===== src/rtl/mouse_pkg.sv =====
// Shared constants, FSM state type and coordinate clamp for the mouse frame-sync block.
package mouse_pkg;

  localparam int unsigned COORD_W      = 12;
  localparam int unsigned SCREEN_W_DEF = 1024;
  localparam int unsigned SCREEN_H_DEF = 768;

  typedef enum logic [1:0] {
    IDLE,
    ARMED,
    COMMIT
  } state_e;

  function automatic logic [COORD_W-1:0] clamp_coord(input logic [COORD_W-1:0] v,
                                                     input logic [COORD_W-1:0] max);
    return (v > max) ? max : v;
  endfunction

endpackage


===== src/rtl/frame_stale_timer.sv =====
// Counts vblank starts with no mouse activity in between; flags a stalled mouse.
module frame_stale_timer #(
  parameter int unsigned STALE_FRAMES = 120
) (
  input  logic clk,
  input  logic rst,
  input  logic tick,
  input  logic activity,
  output logic stale
);

  localparam logic [7:0] Limit = 8'(STALE_FRAMES);

  logic [7:0] count;
  logic       seen;

  // seen remembers activity since the previous tick so the next tick does not count
  always_ff @(posedge clk) begin
    if (rst) begin
      count <= '0;
      seen  <= 1'b0;
    end else if (activity) begin
      count <= '0;
      seen  <= 1'b1;
    end else if (tick) begin
      if (!seen && count != Limit) count <= count + 8'd1;
      seen <= 1'b0;
    end
  end

  assign stale = (count == Limit);

endmodule


===== src/rtl/mouse_frame_sync.sv =====
// Clamps mouse samples and commits them only at vblank start; offers each commit downstream.
module mouse_frame_sync
  import mouse_pkg::*;
#(
  parameter int unsigned SCREEN_W     = SCREEN_W_DEF,
  parameter int unsigned SCREEN_H     = SCREEN_H_DEF,
  parameter int unsigned STALE_FRAMES = 120
) (
  input  logic               clk,
  input  logic               rst,
  input  logic [COORD_W-1:0] in_posX,
  input  logic [COORD_W-1:0] in_posY,
  input  logic               in_valid,
  input  logic               vblank,
  output logic [COORD_W-1:0] posX,
  output logic [COORD_W-1:0] posY,
  output logic               pos_update,
  output logic               evt_valid,
  input  logic               evt_ready,
  output logic               overrun,
  output logic               stale
);

  localparam logic [COORD_W-1:0] XMax = COORD_W'(SCREEN_W - 1);
  localparam logic [COORD_W-1:0] YMax = COORD_W'(SCREEN_H - 1);

  state_e             state;
  logic [COORD_W-1:0] shadow_x, shadow_y;
  logic               pending;
  logic               vblank_d;
  logic               vb_rise;
  logic [COORD_W-1:0] clamp_x, clamp_y;

  assign vb_rise = vblank && !vblank_d;
  assign clamp_x = clamp_coord(in_posX, XMax);
  assign clamp_y = clamp_coord(in_posY, YMax);

  always_ff @(posedge clk) begin
    if (rst) begin
      state      <= IDLE;
      shadow_x   <= '0;
      shadow_y   <= '0;
      pending    <= 1'b0;
      vblank_d   <= 1'b0;
      posX       <= '0;
      posY       <= '0;
      pos_update <= 1'b0;
      evt_valid  <= 1'b0;
      overrun    <= 1'b0;
    end else begin
      vblank_d   <= vblank;
      pos_update <= 1'b0;
      if (in_valid) begin
        shadow_x <= clamp_x;
        shadow_y <= clamp_y;
        pending  <= 1'b1;
      end
      if (evt_valid && evt_ready) evt_valid <= 1'b0;

      case (state)
        IDLE: begin
          if (in_valid) state <= ARMED;
        end
        ARMED: begin
          if (vb_rise && pending) state <= COMMIT;
        end
        COMMIT: begin
          // Commits the shadow as it stood before this cycle; a sample arriving now waits a frame
          posX       <= shadow_x;
          posY       <= shadow_y;
          pos_update <= 1'b1;
          evt_valid  <= 1'b1;
          if (evt_valid && !evt_ready) overrun <= 1'b1;
          pending <= in_valid;
          state   <= in_valid ? ARMED : IDLE;
        end
        default: state <= IDLE;
      endcase
    end
  end

  frame_stale_timer #(
    .STALE_FRAMES(STALE_FRAMES)
  ) u_stale (
    .clk     (clk),
    .rst     (rst),
    .tick    (vb_rise),
    .activity(in_valid),
    .stale   (stale)
  );

endmodule

===== config.mk =====
export PLATFORM = sky130hd
export DESIGN_NAME = mouse_frame_sync
export DESIGN_NICKNAME = d
export VERILOG_FILES = /design/src/rtl/mouse_pkg.sv /design/src/rtl/frame_stale_timer.sv /design/src/rtl/mouse_frame_sync.sv
export SDC_FILE = /design/constraint.sdc
export NUM_CORES = 1
export LEC_CHECK = 0
export CAP_MARGIN = 30
export CORE_MARGIN = 10
export CORE_UTILIZATION = 48
export CTS_CLUSTER_DIAMETER = 50
export CTS_CLUSTER_SIZE = 25
export DETAILED_ROUTE_END_ITERATION = 7
export GPL_TIMING_DRIVEN = 1
export PLACE_DENSITY = 0.86
export SYNTH_ARGS = -nofsm -noshare
export SYNTH_HDL_FRONTEND = slang
export SYNTH_SLANG_ARGS = --single-unit

===== constraint.sdc =====
create_clock -name clk -period 1.9 [get_ports clk]
set_input_delay 0.285 -clock clk [delete_from_list [all_inputs] [get_ports clk]]
set_output_delay 0.285 -clock clk [all_outputs]
set_load 0.02 [all_outputs]

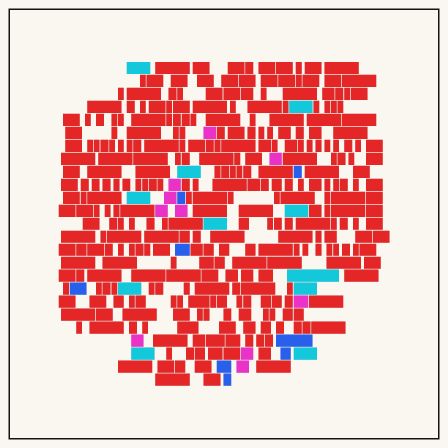
(run_1/drive_strength.png)
size	color	cells
drive 3 to 4	magenta	10
drive 6 and up	cyan	11
drive 1 or less	red	313
drive 2	blue	8

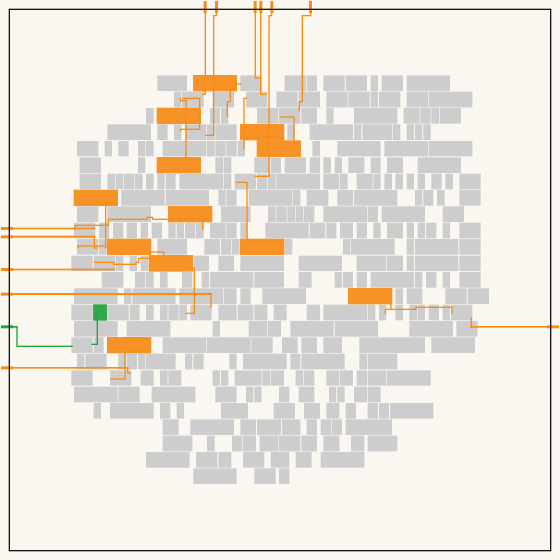
(run_1/port_nets.png)
port	color	direction	end cells	buffers	wire
`posX`	orange	output	12	12	394 µm
`evt_ready`	green	input	1	1	19.6 µm
# port buffers: 56
num ports: 57

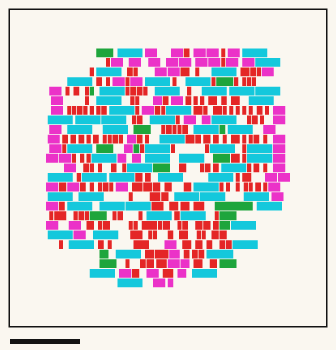
(run_1/cell_classes.png)
Scale bar: 20 µm.
class	color	cells	share of their area
other buffers and delay cells	magenta	64	20%
all other logic	red	198	32%
clock drivers and dummy loads	green	16	6.4%
flip-flops	cyan	64	42%

==> impl_metrics.json, run 1 <==
{
  "layout_setup_ws_ns": 0.0981,
  "post_cts_buffers": 0,
  "powerComb_uw": 184,
  "hold-path-endpoint": "u_stale.seen",
  "fp_util_pct": 49.3,
  "grt.overflow.total": 0,
  "syn-num-nets": 310,
  "wl_met2_mm": 2.66,
  "start_kind": "register",
  "logic_gate_count": 196,
  "internal_power_uw": 2120,
  "die_h_um": 89.7,
  "cp-end-kind": "primary output",
  "power_switching_uw": 621,
  "synth_dominant_cell_count": "dfxtp_1",
  "wl_met1_mm": 2.30,
  "use_met3_pct": 5.87,
  "simple_gate_area_share_pct": 27.2,
  "tap_cells": 67,
  "ys_cells": 279,
  "pg_clk_uw": 1150,
  "fin_nets": 368,
  "yosysUniqueCellTypes": 31,
  "largest_class": "registers",
  "antenna_left": 0,
  "clkbuf_count": 11,
  "whs_ns": 0.396,
  "top_logic_kind": "simple AND/OR/NAND/NOR gates",
  "finalHoldViolCount": 0,
  "core_region_area_mm2": 0.00472,
  "clkCellAreaFrac_pct": 6.25,
  "power.total_uw": 2740,
  "vias_per_cell": 4.94,
  "top_cell_area_share_pct": 55.0,
  "use_met2_pct": 22.9,
  "grt_pass1_wl_mm": 8.85,
  "wl_met3_um": 414,
  "comb_share_pct": 30.9,
  "use_met1_pct": 15.6,
  "final_layout_size_suffix_gt1_share_pct": 8.48,
  "dr_total_vias": 2022,
  "layout.area.seq_mm2": 0.00128,
  "min_from": "rst",
  "cts_made_buffers": 9,
  "ys_async_sr_fraction_pct": 0,
  "topCellsByArea": "dfxtp_1 (55%), nand2_1 (8.9%), a21oi_1 (7.3%), nor2_1 (6.9%), o21a_1 (2.6%)",
  "final_max_slew_viol_count": 0,
  "rsz0062_at_grt": "false",
  "instances_no_fill": 409,
  "cts_tree": "yes",
  "finalClockPeriodUsage_pct": 94.8,
  "p_clk_share_pct": 42.1,
  "hpwl_mm": 3.91,
  "ys_ff": 64,
  "fin_crit_ns": 1.80,
  "yosysTopAreaCell": "dfxtp_1",
  "swShare_pct": 22.6,
  "die-area_mm2": 0.00804,
  "ys.flop_type": "dfxtp_1",
  "antenna_found_initial": 0,
  "utilization_pct": 67.0,
  "r2r_end": "u_stale.count[7]",
  "ff_count": 64,
  "p_comb_share_pct": 6.7,
  "rrSetupSlack_ns": 0.42,
  "placed_cell_area_mm2": 0.00297,
  "ys_seq_share_pct": 55.0,
  "cts_resized": 1,
  "clock_latency_ns": 0.34,
  "clkTransAtPathRegs_ns": 0.06,
  "place_inst": 393,
  "seq_cell_power_uw": 1410,
  "cap_violations": 0,
  "cts.path.max_buffers": 2,
  "fin_skew_ns": 0.00611,
  "seqPwrFrac_pct": 51.2,
  "wire_per_inst_um": 13.4,
  "ys_sh_xor_pct": 0,
  "fill_cells": 408,
  "crit_arrival_ns": 1.52,
  "reg2reg_from": "u_stale.seen",
  "tightest_slew_ns": 0.502,
  "final-nonclk-buf-share_pct": 19.4,
  "dr.pass1.iters": 4,
  "top_cells_by_count": "dfxtp_1 (64), nand2_1 (55), nor2_1 (43)",
  "setup_viol": 0,
  "syn_area_per_cell_um2": 8.35,
  "seq_share_pct": 40.5,
  "wl_mm": 5.49,
  "ys_warn_count": 0,
  "insertedDiodeCount": 0,
  "syn_inst": 279,
  "drt_iter0_drc": 70,
  "die_w_um": 89.7,
  "grt_max_degree": 30,
  "crit_start": "u_stale.count[4]",
  "cts.sinks": 64,
  "required_ns": 1.62,
  "mux_share_pct": 0.859,
  "htree_levels": 3,
  "top_layer_used": "met4",
  "rr_worst_depth": 3,
  "root_buffer": "clkbuf_8",
  "tns_ns": 0,
  "worst-setup-path-type": "reg -> out",
  "synth-compound-area-share_pct": 12.8,
  "synth_area_mm2": 0.00233,
  "dpl_worst_slack_ns": -0.0845,
  "cellPowerDensity_mw_per_mm2": 866,
  "fmax_mhz": 555,
  "busiest_layer": "met2",
  "postLayoutCellArea_mm2": 0.00317,
  "crit_path_end": "stale",
  "grt_pass1_vias": 1963,
  "vdd_drop_max_v": 0.000497,
  "synth-edff-count": 0,
  "warnings": 27,
  "hold_class": "in -> reg",
  "gp_congestion": 0.810,
  "p_leak_uw": 0.00114,
  "outcome": "complete, no violations",
  "grt_usage_pct": 14.3,
  "yosys.area_share.adder_pct": 1.07,
  "ys_area_mm2": 0.00233,
  "rows": 25,
  "maxSlewHeadroom_pct": 66.5,
  "logic_area_um2": 980,
  "min_path_cells": 2,
  "hold_buffers": 0,
  "syn_to_final_growth_pct": 35.9,
  "remaining_drc_errors": 0,
  "buffers": 64,
  "maxPowerGroup": "sequential cells",
  "inv_count": 2,
  "cp_max_fo": 6
}
[run 1: critical path, stage by stage, from the launching register on]
cell,delay (ns)
dfxtp_1,0.41
and4_1,0.24
and3_1,0.18
dlygate4sd2_1,0.34
[run 1: cell usage in the layout, fill, tap and decap left out, types with 2 or more instances in the layout]
cell type	count
dfxtp_1	63
nand2_1	55
clkdlybuf4s50_1	54
nor2_1	43
a21oi_1	34
nor3_1	11
clkbuf_8	10
o21a_1	8
buf_4	8
nand2b_1	5
and2_1	4
or3_1	4
nand3_1	3
o21ai_0	3
o31ai_1	3
inv_1	2
a211oi_1	2
nand4_1	2
or4_1	2
nand3b_1	2
mux2i_1	2
ha_1	2
clkinv_2	2
==> run 1 -> run 2 <==
- CORE_UTILIZATION: 48 -> 49
- PLACE_DENSITY: 0.86 -> 0.87
- SYNTH_HIERARCHICAL: unset -> 1
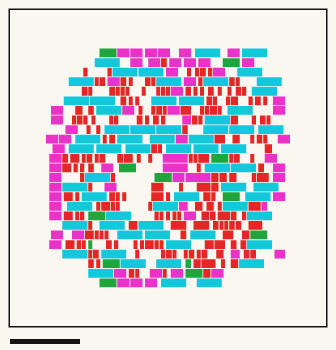
(run_2/cell_classes.png)
Scale bar: 20 µm.
class	color	cells	share of their area
all other logic	red	203	33%
flip-flops	cyan	64	41%
other buffers and delay cells	magenta	62	21%
clock drivers and dummy loads	green	13	5.2%
# rows: 25
core region area: 0.00472 mm²
fin util: 67.2%

==> run 2 against run 1 <==
Net effect: total power shrank 6.2%; register-to-register slack gained 0.04 ns; clock-buffer cell count grew 1; clock skew shrank 0.0027 ns.
==> impl_metrics.json, run 2 <==
{
  "worst-setup-path-type": "reg -> out",
  "syn-num-nets": 315,
  "final_max_slew_viol_count": 0,
  "synth_dominant_cell_count": "dfxtp_1",
  "syn_inst": 284,
  "grt_max_degree": 38,
  "htree_levels": 3,
  "fin_skew_ns": 0.00343,
  "finalClockPeriodUsage_pct": 94.2,
  "gp_congestion": 0.770,
  "rr_worst_depth": 4,
  "critical-path-max-stage-delay_ns": 0.40,
  "ff_count": 64,
  "fmax_mhz": 559,
  "ioPinCount": 57,
  "hold_buffers": 0,
  "io_buffers": 56,
  "hold-path-endpoint": "overrun",
  "layout.area.seq_mm2": 0.00128,
  "seq_share_pct": 40.4,
  "drt_iter0_drc": 103,
  "clkCellAreaFrac_pct": 5.05,
  "worst_path_dominant_cell_family": "simple AND/OR/NAND/NOR gates",
  "top_layer_used": "met4",
  "ys_seq_share_pct": 53.8,
  "antenna_left": 0,
  "synth-edff-count": 0,
  "post_cts_buffers": 0,
  "grt.overflow.total": 0,
  "lay_top_cells": "dfxtp_1 (64), nand2_1 (57), clkdlybuf4s50_1 (54)",
  "ys_cells": 284,
  "ys_warn_count": 6,
  "tns_ns": 0,
  "synth-compound-area-share_pct": 12.8,
  "rrSetupSlack_ns": 0.46,
  "wl_met2_mm": 2.68,
  "logic_area_um2": 987,
  "ys.flop_type": "dfxtp_1",
  "ys_async_sr_fraction_pct": 0,
  "critPathBufInv": 1,
  "powerComb_uw": 195,
  "cellPowerDensity_mw_per_mm2": 811,
  "comb_share_pct": 31.1,
  "p_comb_share_pct": 7.6,
  "seq_cell_power_uw": 1410,
  "wl_met3_um": 340,
  "buffers": 62,
  "clkbuf_count": 12,
  "ys_ff": 64,
  "mux_share_pct": 1.26,
  "maxSlewHeadroom_pct": 70.0,
  "hpwl_mm": 3.92,
  "crit_start": "u_stale/count[4]",
  "synth_area_mm2": 0.00238,
  "outcome": "complete, no violations",
  "tap_cells": 67,
  "use_met2_pct": 22.5,
  "crit_chain": "and4_4 -> and3_1 -> dlygate4sd2_1",
  "cts.sinks": 64,
  "inv_count": 6,
  "cts_tree": "yes",
  "start_kind": "register"
}
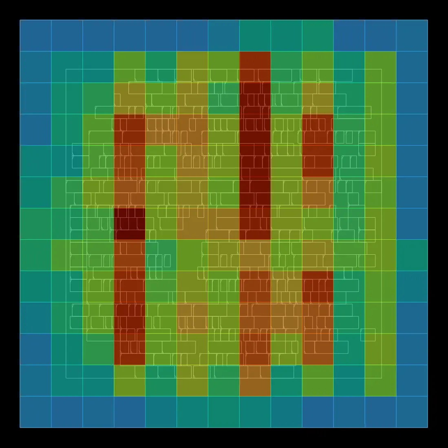
(run_2/final_congestion.png)
Global Route Usage Sum: 13.9%
GRT busiest layer: met2
M1 GR Usage: 14.7%
met3 usage: 5.40%
WL/cell: 13.6 µm

-- run 2: through the flow --
| step | std cells | power [µW] | hold slack, ns | instance area, µm² | utilization [%] |
|---|---|---|---|---|---|
| final | 409 | 2570 | 0.354 | 3170 | 67.2 |
| after global routing | 409 | 2690 | 0.376 | 3170 | 67.2 |
| after CTS | 409 | 2600 | 0.343 | 3170 | 67.2 |
| after detailed placement | 396 | 1630 | 0.441 | 3010 | 63.8 |
| after global placement | 396 | 1620 | 0.437 | 3010 | 63.8 |
| after floorplan | 284 | 1530 | 0.357 | 2380 | - |
-- run 2: worst register-to-register path: stages (launching register included) --
cell and delay, ns:
dfxtp_1 0.39, nand2b_1 0.38, buf_4 0.32, nand2_1 0.10, a21oi_1 0.17
==> run 2 -> run 3 <==
- SLEW_MARGIN: unset -> 20
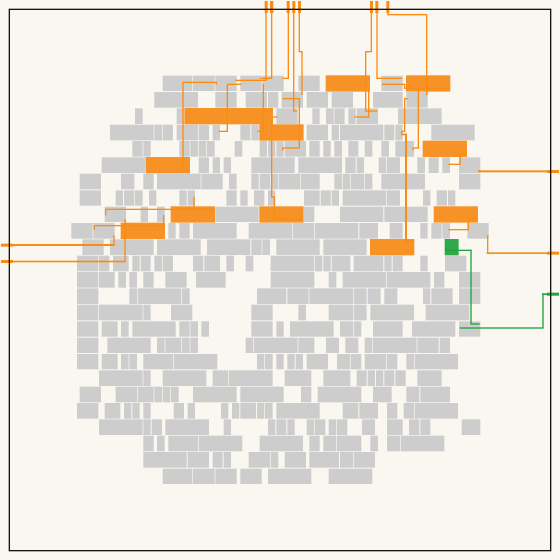
(run_3/port_nets.png)
port	color	direction	end cells	buffers	wire
`evt_ready`	green	input	1	1	38.3 µm
`posX`	orange	output	12	12	378 µm

==> run 3 against run 2 <==
Net effect: hold slack stayed put; area after synthesis stayed put; combinational power hardly changed; largest cell class unchanged; largest power group unchanged.
==> impl_metrics.json, run 3 <==
{
  "start_kind": "register",
  "rrSetupSlack_ns": 0.46,
  "yosysTopAreaCell": "dfxtp_1",
  "cpMaxStageDelayCell": "dfxtp_1",
  "htree_levels": 3,
  "finalClockPeriodUsage_pct": 94.2,
  "wire_per_inst_um": 13.6,
  "grt.overflow.total": 0,
  "cts_tree": "yes",
  "r2r_end": "posY[4]",
  "ys_ff": 64,
  "critPathBufInv": 1,
  "pg_clk_uw": 971,
  "syn_inst": 284,
  "rr_worst_depth": 4,
  "ys.flop_type": "dfxtp_1",
  "root_buffer": "clkbuf_8",
  "fill_cells": 411,
  "cts.sinks": 64,
  "ff_count": 64,
  "post_cts_buffers": 0,
  "min_path_cells": 2,
  "final_layout_size_suffix_gt1_share_pct": 7.31,
  "hold_buffers": 0,
  "worst_path_dominant_cell_family": "simple AND/OR/NAND/NOR gates",
  "inv_count": 6,
  "ys_async_sr_fraction_pct": 0,
  "synth_dominant_cell_count": "dfxtp_1",
  "hold-path-endpoint": "overrun",
  "ys_cells": 284,
  "worst-setup-path-type": "reg -> out",
  "p_comb_share_pct": 7.6,
  "wl_met3_um": 340,
  "antenna_left": 0,
  "vdd_drop_max_v": 0.000494,
  "io_buffers": 56,
  "final_max_slew_viol_count": 0,
  "logic_area_um2": 987,
  "top_layer_used": "met4",
  "ioPinCount": 57,
  "drt_iter0_drc": 103,
  "clkTransAtPathRegs_ns": 0.06,
  "buffers": 62,
  "rows": 25,
  "insertedDiodeCount": 0,
  "tns_ns": 0,
  "power.total_uw": 2570,
  "fp_util_pct": 50.4,
  "layout.area.seq_mm2": 0.00128,
  "ys_seq_share_pct": 53.8,
  "fin_nets": 371,
  "finalHoldViolCount": 0,
  "tap_cells": 67,
  "syn-num-nets": 315,
  "cellPowerDensity_mw_per_mm2": 811,
  "wl_met2_mm": 2.68,
  "busiest_layer": "met2",
  "topCellsByArea": "dfxtp_1 (54%), nand2_1 (9.0%), nor2_1 (7.1%), a21oi_1 (6.7%), o21a_1 (2.5%)",
  "synth-edff-count": 0,
  "fin_skew_ns": 0.00343,
  "placed_cell_area_mm2": 0.00301,
  "comb_share_pct": 31.1,
  "ys_warn_count": 6,
  "use_met1_pct": 14.7,
  "gp_congestion": 0.770,
  "core_region_area_mm2": 0.00472,
  "crit_chain": "and4_4 -> and3_1 -> dlygate4sd2_1",
  "maxSlewHeadroom_pct": 70.0,
  "lay_top_cells": "dfxtp_1 (64), nand2_1 (57), clkdlybuf4s50_1 (54)",
  "grt_usage_pct": 13.9,
  "cts_made_buffers": 9,
  "powerComb_uw": 195,
  "outcome": "complete, no violations",
  "critical-path-max-stage-delay_ns": 0.40,
  "mux_share_pct": 1.26,
  "use_met2_pct": 22.5,
  "synth_area_mm2": 0.00238,
  "wl_mm": 5.57,
  "grt_max_degree": 38,
  "clkbuf_count": 12,
  "internal_power_uw": 2010,
  "p_leak_uw": 0.00117,
  "utilization_pct": 67.2,
  "hpwl_mm": 3.92,
  "clkCellAreaFrac_pct": 5.05,
  "use_met3_pct": 5.40,
  "synth-compound-area-share_pct": 12.8,
  "fmax_mhz": 559,
  "seq_cell_power_uw": 1410
}
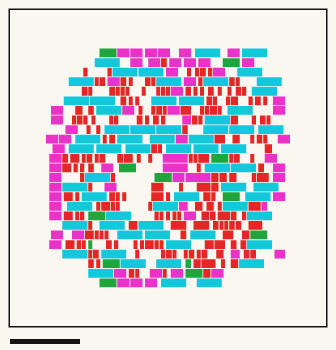
(run_3/cell_classes.png)
Scale bar: 20 µm.
final instance area: 0.00317 mm²
sequential share of cell area: 40.4%

-- run 3: cell counts in the layout (fill, tap and decap cells not counted) --
Identical to the previous run, type by type.
-- run 3: per-stage QoR --
stage	setup slack (ns)	hold WS, ns	cells
global placement	0.132	0.437	396
finish	0.111	0.354	409
detailed placement	0.0667	0.441	396
CTS	0.0851	0.343	409
floorplan	0.674	0.357	284
global route	0.0332	0.376	409
-- run 3: how the worst max path moves through the flow --
stage	from	endpoint	slack, ns	depth (start not counted)
2_1_floorplan	vblank	u_stale/count[7]	0.67	4
3_3_place_gp	vblank	u_stale/count[7]	0.13	5
3_5_place_dp	vblank	u_stale/count[7]	0.07	5
4_1_cts	u_stale/count[4]	stale	0.09	3
5_1_grt	u_stale/count[4]	stale	0.03	3
6_report	u_stale/count[4]	stale	0.11	3
Power figures rest on the tool's default switching activity, not on a simulated workload.
